### config.mk
export PLATFORM = sky130hd
export DESIGN_NAME = muldiv_unit
export DESIGN_NICKNAME = d
export VERILOG_FILES = /design/src/rtl/muldiv_unit.sv
export SDC_FILE = /design/constraint.sdc
export NUM_CORES = 1
export LEC_CHECK = 0
export CORE_MARGIN = 8
export CORE_UTILIZATION = 55
export DETAILED_ROUTE_END_ITERATION = 8
export DONT_BUFFER_PORTS = 1
export PLACE_DENSITY = 0.77
export SLEW_MARGIN = 25
export SYNTH_ARGS = -nofsm -noshare
export SYNTH_HDL_FRONTEND = slang
export SYNTH_SLANG_ARGS = --single-unit
### constraint.sdc
create_clock -name clk -period 6.3 [get_ports clk]
set_clock_uncertainty 0.15 [all_clocks]
set_input_delay 0.63 -clock clk [delete_from_list [all_inputs] [get_ports clk]]
set_output_delay 0.63 -clock clk [all_outputs]
set_load 0.02 [all_outputs]
### src/rtl/muldiv_unit.sv
// muldiv_unit: iterative 32-bit multiply/divide unit that owns the HI/LO pair.
// MULT/MULTU use a shift-add multiplier (LSB first), DIV/DIVU a restoring
// divider (MSB first). Both work on magnitudes and fix the signs in FIN.
// Every operation takes 33 cycles: 32 CALC iterations plus one FIN cycle.
module muldiv_unit (
  input  logic        clk,
  input  logic        reset,
  input  logic [31:0] a,
  input  logic [31:0] b,
  input  logic [1:0]  op,
  input  logic        start,
  input  logic        mthi,
  input  logic        mtlo,
  input  logic [31:0] wdata,
  output logic [31:0] hi,
  output logic [31:0] lo,
  output logic        busy,
  output logic        done
);

  typedef enum logic [1:0] {
    IDLE = 2'd0,
    CALC = 2'd1,
    FIN  = 2'd2
  } state_t;

  state_t      state;
  state_t      next_state;
  logic [4:0]  cnt;
  logic [1:0]  op_q;
  logic [31:0] a_q;        // |a| or raw a: multiplicand / dividend
  logic [31:0] b_q;        // |b| or raw b: multiplier / divisor
  logic        neg_q;      // negate product or quotient in FIN
  logic        neg_r;      // negate remainder in FIN
  logic [63:0] acc;        // mult: {product}; div: {remainder, quotient}

  logic        is_signed;
  logic [31:0] abs_a;
  logic [31:0] abs_b;
  logic [32:0] mul_sum;
  logic [32:0] rem_shift;
  logic [32:0] div_diff;
  logic        q_bit;
  logic [31:0] div_rem;
  logic [63:0] prod;
  logic [31:0] fin_hi;
  logic [31:0] fin_lo;

  // State register.
  // NOTE: sequential state is updated with <= so every flop samples the
  // pre-edge values; = here would create order-dependent simulation races.
  always_ff @(posedge clk) begin
    if (reset) state <= IDLE;
    else       state <= next_state;
  end

  // Next-state logic: IDLE -> CALC on start, 32 CALC cycles, then FIN.
  // NOTE: next_state gets a default first so no path through the case can
  // leave it unassigned and infer a latch.
  always_comb begin
    next_state = state;
    case (state)
      IDLE:    if (start) next_state = CALC;
      CALC:    if (cnt == 5'd31) next_state = FIN;
      FIN:     next_state = IDLE;
      default: next_state = IDLE;
    endcase
  end

  // Output logic: busy is a pure decode of the state register.
  always_comb begin
    busy = (state != IDLE);
  end

  // Operand conditioning and per-iteration arithmetic.
  always_comb begin
    is_signed = ~op[0];
    abs_a     = (is_signed && a[31]) ? (~a + 32'd1) : a;
    abs_b     = (is_signed && b[31]) ? (~b + 32'd1) : b;

    // Shift-add: add the multiplicand into the high half when the current
    // multiplier bit is set; the carry becomes the new MSB after the shift.
    mul_sum   = {1'b0, acc[63:32]} + (b_q[cnt] ? {1'b0, a_q} : 33'd0);

    // Restoring step: bring in the next dividend bit (MSB first, so ~cnt)
    // and trial-subtract. The 33-bit result's sign bit is the borrow.
    rem_shift = {acc[63:32], a_q[~cnt]};
    div_diff  = rem_shift - {1'b0, b_q};
    q_bit     = ~div_diff[32];
    div_rem   = q_bit ? div_diff[31:0] : rem_shift[31:0];

    // Sign fix-up applied on the FIN edge.
    prod      = neg_q ? (~acc + 64'd1) : acc;
    if (!op_q[1]) begin
      fin_hi = prod[63:32];
      fin_lo = prod[31:0];
    end else if (b_q == 32'd0) begin
      // Divide by zero: HI returns the original dividend, LO all ones.
      fin_hi = neg_r ? (~a_q + 32'd1) : a_q;
      fin_lo = 32'hFFFF_FFFF;
    end else begin
      fin_hi = neg_r ? (~acc[63:32] + 32'd1) : acc[63:32];
      fin_lo = neg_q ? (~acc[31:0] + 32'd1) : acc[31:0];
    end
  end

  // Datapath: launch, iterate, write back results, and MTHI/MTLO moves.
  // NOTE: all datapath flops, including HI/LO, are reset so an aborted
  // operation leaves HI/LO at zero rather than a half-computed value.
  always_ff @(posedge clk) begin
    if (reset) begin
      hi    <= '0;
      lo    <= '0;
      done  <= 1'b0;
      cnt   <= '0;
      op_q  <= '0;
      a_q   <= '0;
      b_q   <= '0;
      neg_q <= 1'b0;
      neg_r <= 1'b0;
      acc   <= '0;
    end else begin
      done <= (state == FIN);
      case (state)
        IDLE: begin
          if (start) begin
            op_q  <= op;
            a_q   <= abs_a;
            b_q   <= abs_b;
            neg_q <= is_signed & (a[31] ^ b[31]);
            neg_r <= is_signed & a[31];
            acc   <= '0;
            cnt   <= '0;
          end else begin
            if (mthi) hi <= wdata;
            if (mtlo) lo <= wdata;
          end
        end
        CALC: begin
          cnt <= cnt + 5'd1;
          if (op_q[1]) acc <= {div_rem, acc[30:0], q_bit};
          else         acc <= {mul_sum, acc[31:1]};
        end
        FIN: begin
          hi <= fin_hi;
          lo <= fin_lo;
        end
        default: ;
      endcase
    end
  end

endmodule

==> impl_metrics.json <==
{
  "path_cells": "buf_4, mux4_2, mux4_2, mux2i_1, ha_1, inv_1, fa_1, a21o_1, nand4_1, and3_1, nor2_1, a21oi_1, o21ai_1, a21oi_1, o21a_1, or2_2, mux2_1, o221ai_1",
  "comb_area_frac": 0.674,
  "status": "finished clean",
  "avgSynthCellArea_um2": 7.53,
  "xor_share": 0.109,
  "holdWs_ps": 22.2,
  "chipArea_um2": 36400,
  "die_x_um": 191,
  "setup_violations": 0,
  "clock_buffer_count": 31,
  "holdPathStages": 1,
  "dp_slack_ps": 781,
  "hold_viol": 0,
  "ys_seq_share": 0.242,
  "cts_tree": "done",
  "worstSetupEndpoint": "acc[32]$_SDFFE_PP0P_",
  "route.vias.total": 16600,
  "fillers": 2777,
  "mux_area_frac": 0.0680,
  "diodes": 0,
  "logic_area_um2": 11800,
  "fp.dieH_um": 191,
  "wl_mm": 53.5,
  "fp.coreArea_um2": 30300,
  "tightest_slew_ps": 968,
  "flop_cell": "dfxtp_1",
  "ys_cells": 2229,
  "fin_setup_tns_ps": 0,
  "syn_nets": 2405,
  "nets": 2273,
  "relSlewSlack": 0.353,
  "worstHoldEndpoint": "b_q[11]$_SDFFE_PP0P_",
  "layout.nonclk_buf_frac": 0.00899,
  "grt_pass1_vias": 15300,
  "grtUsageMet2": 0.435,
  "postSynthCellCount": 2229,
  "synth-simple-area-share": 0.211,
  "p_leak_uw": 0.00638,
  "yosys_area_um2": 16800,
  "synth_top_cell_by_area": "dfxtp_1",
  "largest_class": "combinational gates",
  "tool_warnings": 28,
  "met1_usage": 0.375,
  "ir_drop_mv": 0.174,
  "grtUsageTotal": 0.282,
  "grt_use_met3": 0.0777,
  "finalPower_uw": 3570,
  "grt_pass1_wl_mm": 84.0,
  "path_buffers": 2,
  "synthAdderAreaFrac": 0.0553,
  "clk_transition_reported_paths_ps": 60,
  "num_rows": 64,
  "fin_cells": 2508,
  "crit_start": "cnt[0]$_SDFFE_PP0P_",
  "setup_ws_ps": 637,
  "areaGrowthSynthToFinish_pct": 4.53,
  "synth_area_um2": 16800,
  "drive_above_1_share": 0.0573,
  "worstSetupPathType": "reg -> reg",
  "clk_path_buf_depth": 3,
  "cts_setup_buffers": 0,
  "cp.depth": 18,
  "synth.cellmix.compoundShare": 0.259,
  "fin_util": 0.578,
  "firstDrtPassIters": 6,
  "drc": 0,
  "antenna_left": 0,
  "min_period_ps": 5660,
  "maxCapViolations": 0,
  "cp_max_fo": 12,
  "vias_per_cell": 6.62,
  "worstReg2RegEnd": "acc[32]$_SDFFE_PP0P_",
  "async_flop_share": 0,
  "synth_top_area_share": 0.242,
  "cts_hold_buf": 0,
  "final.period_utilization": 0.899,
  "hp-class": "in -> reg",
  "max_stage_delay_ps": 630,
  "design_area_um2": 17500,
  "h-tree-depth": 1
}
## sequential cells by signal, summed over array words and instances (netlist names)
register and flops:
acc 64, a_q 32, b_q 32, hi 32, lo 32, cnt 5, state 2, done 1
neg_q 1, neg_r 1, op_q 1
## per-layer routing
layer,wire (µm),share of wire,up-vias
met3,5560,0.10,130
met4,1910,0.036,0
li1,-,-,7846
met2,23700,0.44,782
met5,0,0,-
met1,22300,0.42,7835
## power by group
group          total [µW]  leakage (µW)  switching (µW)  internal (µW)
registers            1490       0.00166             142           1350
clock network        1320      0.000371             568            755
logic                 759       0.00435             452            306
total                3570       0.00638            1160           2410
## synth_stat cells (7+ instances only)
cell / n
a211oi_1: 68
a21o_1: 25
a21oi_1: 156
a22oi_1: 24
a311oi_1: 17
a31oi_1: 51
and2_1: 7
and3_1: 13
buf_1: 14
buf_2: 7
clkbuf_1: 153
dfxtp_1: 203
ha_1: 71
inv_1: 65
mux2i_1: 60
mux4_2: 23
nand2_1: 209
nand2b_1: 16
nand3_1: 43
nand4_1: 13
nor2_1: 243
nor2b_1: 47
nor3_1: 49
nor4_1: 26
o211ai_1: 39
o21a_1: 12
o21ai_0: 117
o21ai_1: 30
o221ai_1: 31
o31ai_1: 35
o41ai_1: 15
or2_2: 10
or3_1: 28
or4_1: 22
xnor2_1: 127
xor2_1: 82
## placed cells by master, fill, tap and decap left out, types with 25 or more instances in the layout
cell,count
a211oi_1,68
a21o_1,25
a21oi_1,156
a31oi_1,51
dfxtp_1,201
ha_1,71
inv_1,65
mux2i_1,59
nand2_1,209
nand3_1,43
nor2_1,239
nor2b_1,45
nor3_1,47
nor4_1,26
o211ai_1,39
o21ai_0,117
o21ai_1,30
o221ai_1,31
o31ai_1,35
or3_1,28
xnor2_1,127
xor2_1,82
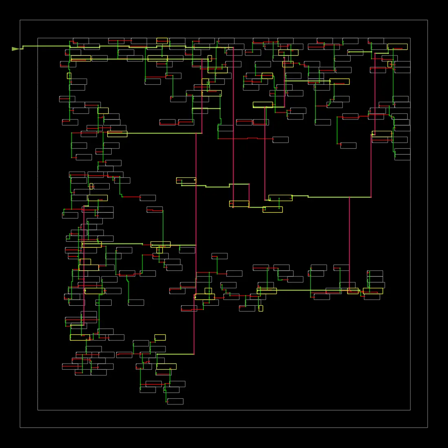
*The clock network*
CTS Buf Count: 22
clock-net power: 1320 µW
seq_cells: 203
Clock Sinks: 203
clk latency late pin: 540 ps

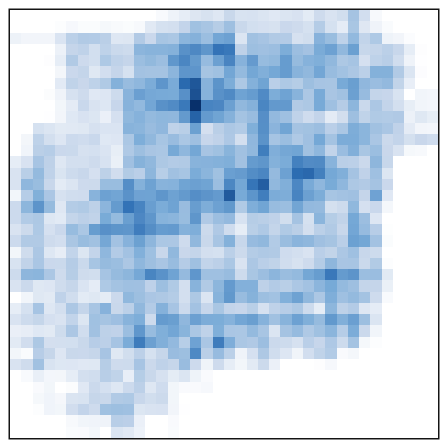
*Wiring heat map*
The die is cut into 38 by 38 equal tiles; white is low, dark blue is high, scaled to the fullest tile. Values are wire area over tile area, all layers added.
The fullest tile reaches 0.98. 23% of the tiles are nearly empty. 12% of the tiles are over half the peak.

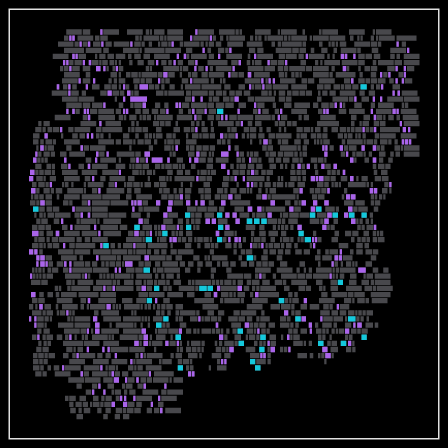
*Selected gate families*
Cyan is AND-OR and OR-AND gates, cells 45. Purple is NOR gates, cells 372, where widely spread.

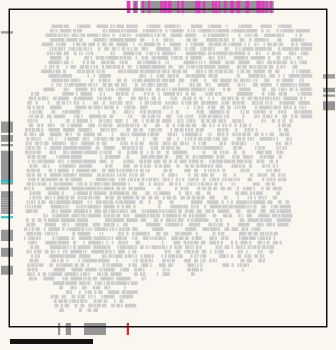
*Pin placement*
The bar under the picture is 50 µm long. Pins as bars across the die edge, other pins in grey.
Magenta is lo, pins 32, direction output, edge top. Cyan is op, pins 2, direction input, edge left. Red is reset, pins 1, direction input, edge bottom.
All pins by edge: 92 top, 49 left, 19 bottom, 9 right.

No activity file was given, so power comes from the tool's default toggle rates.
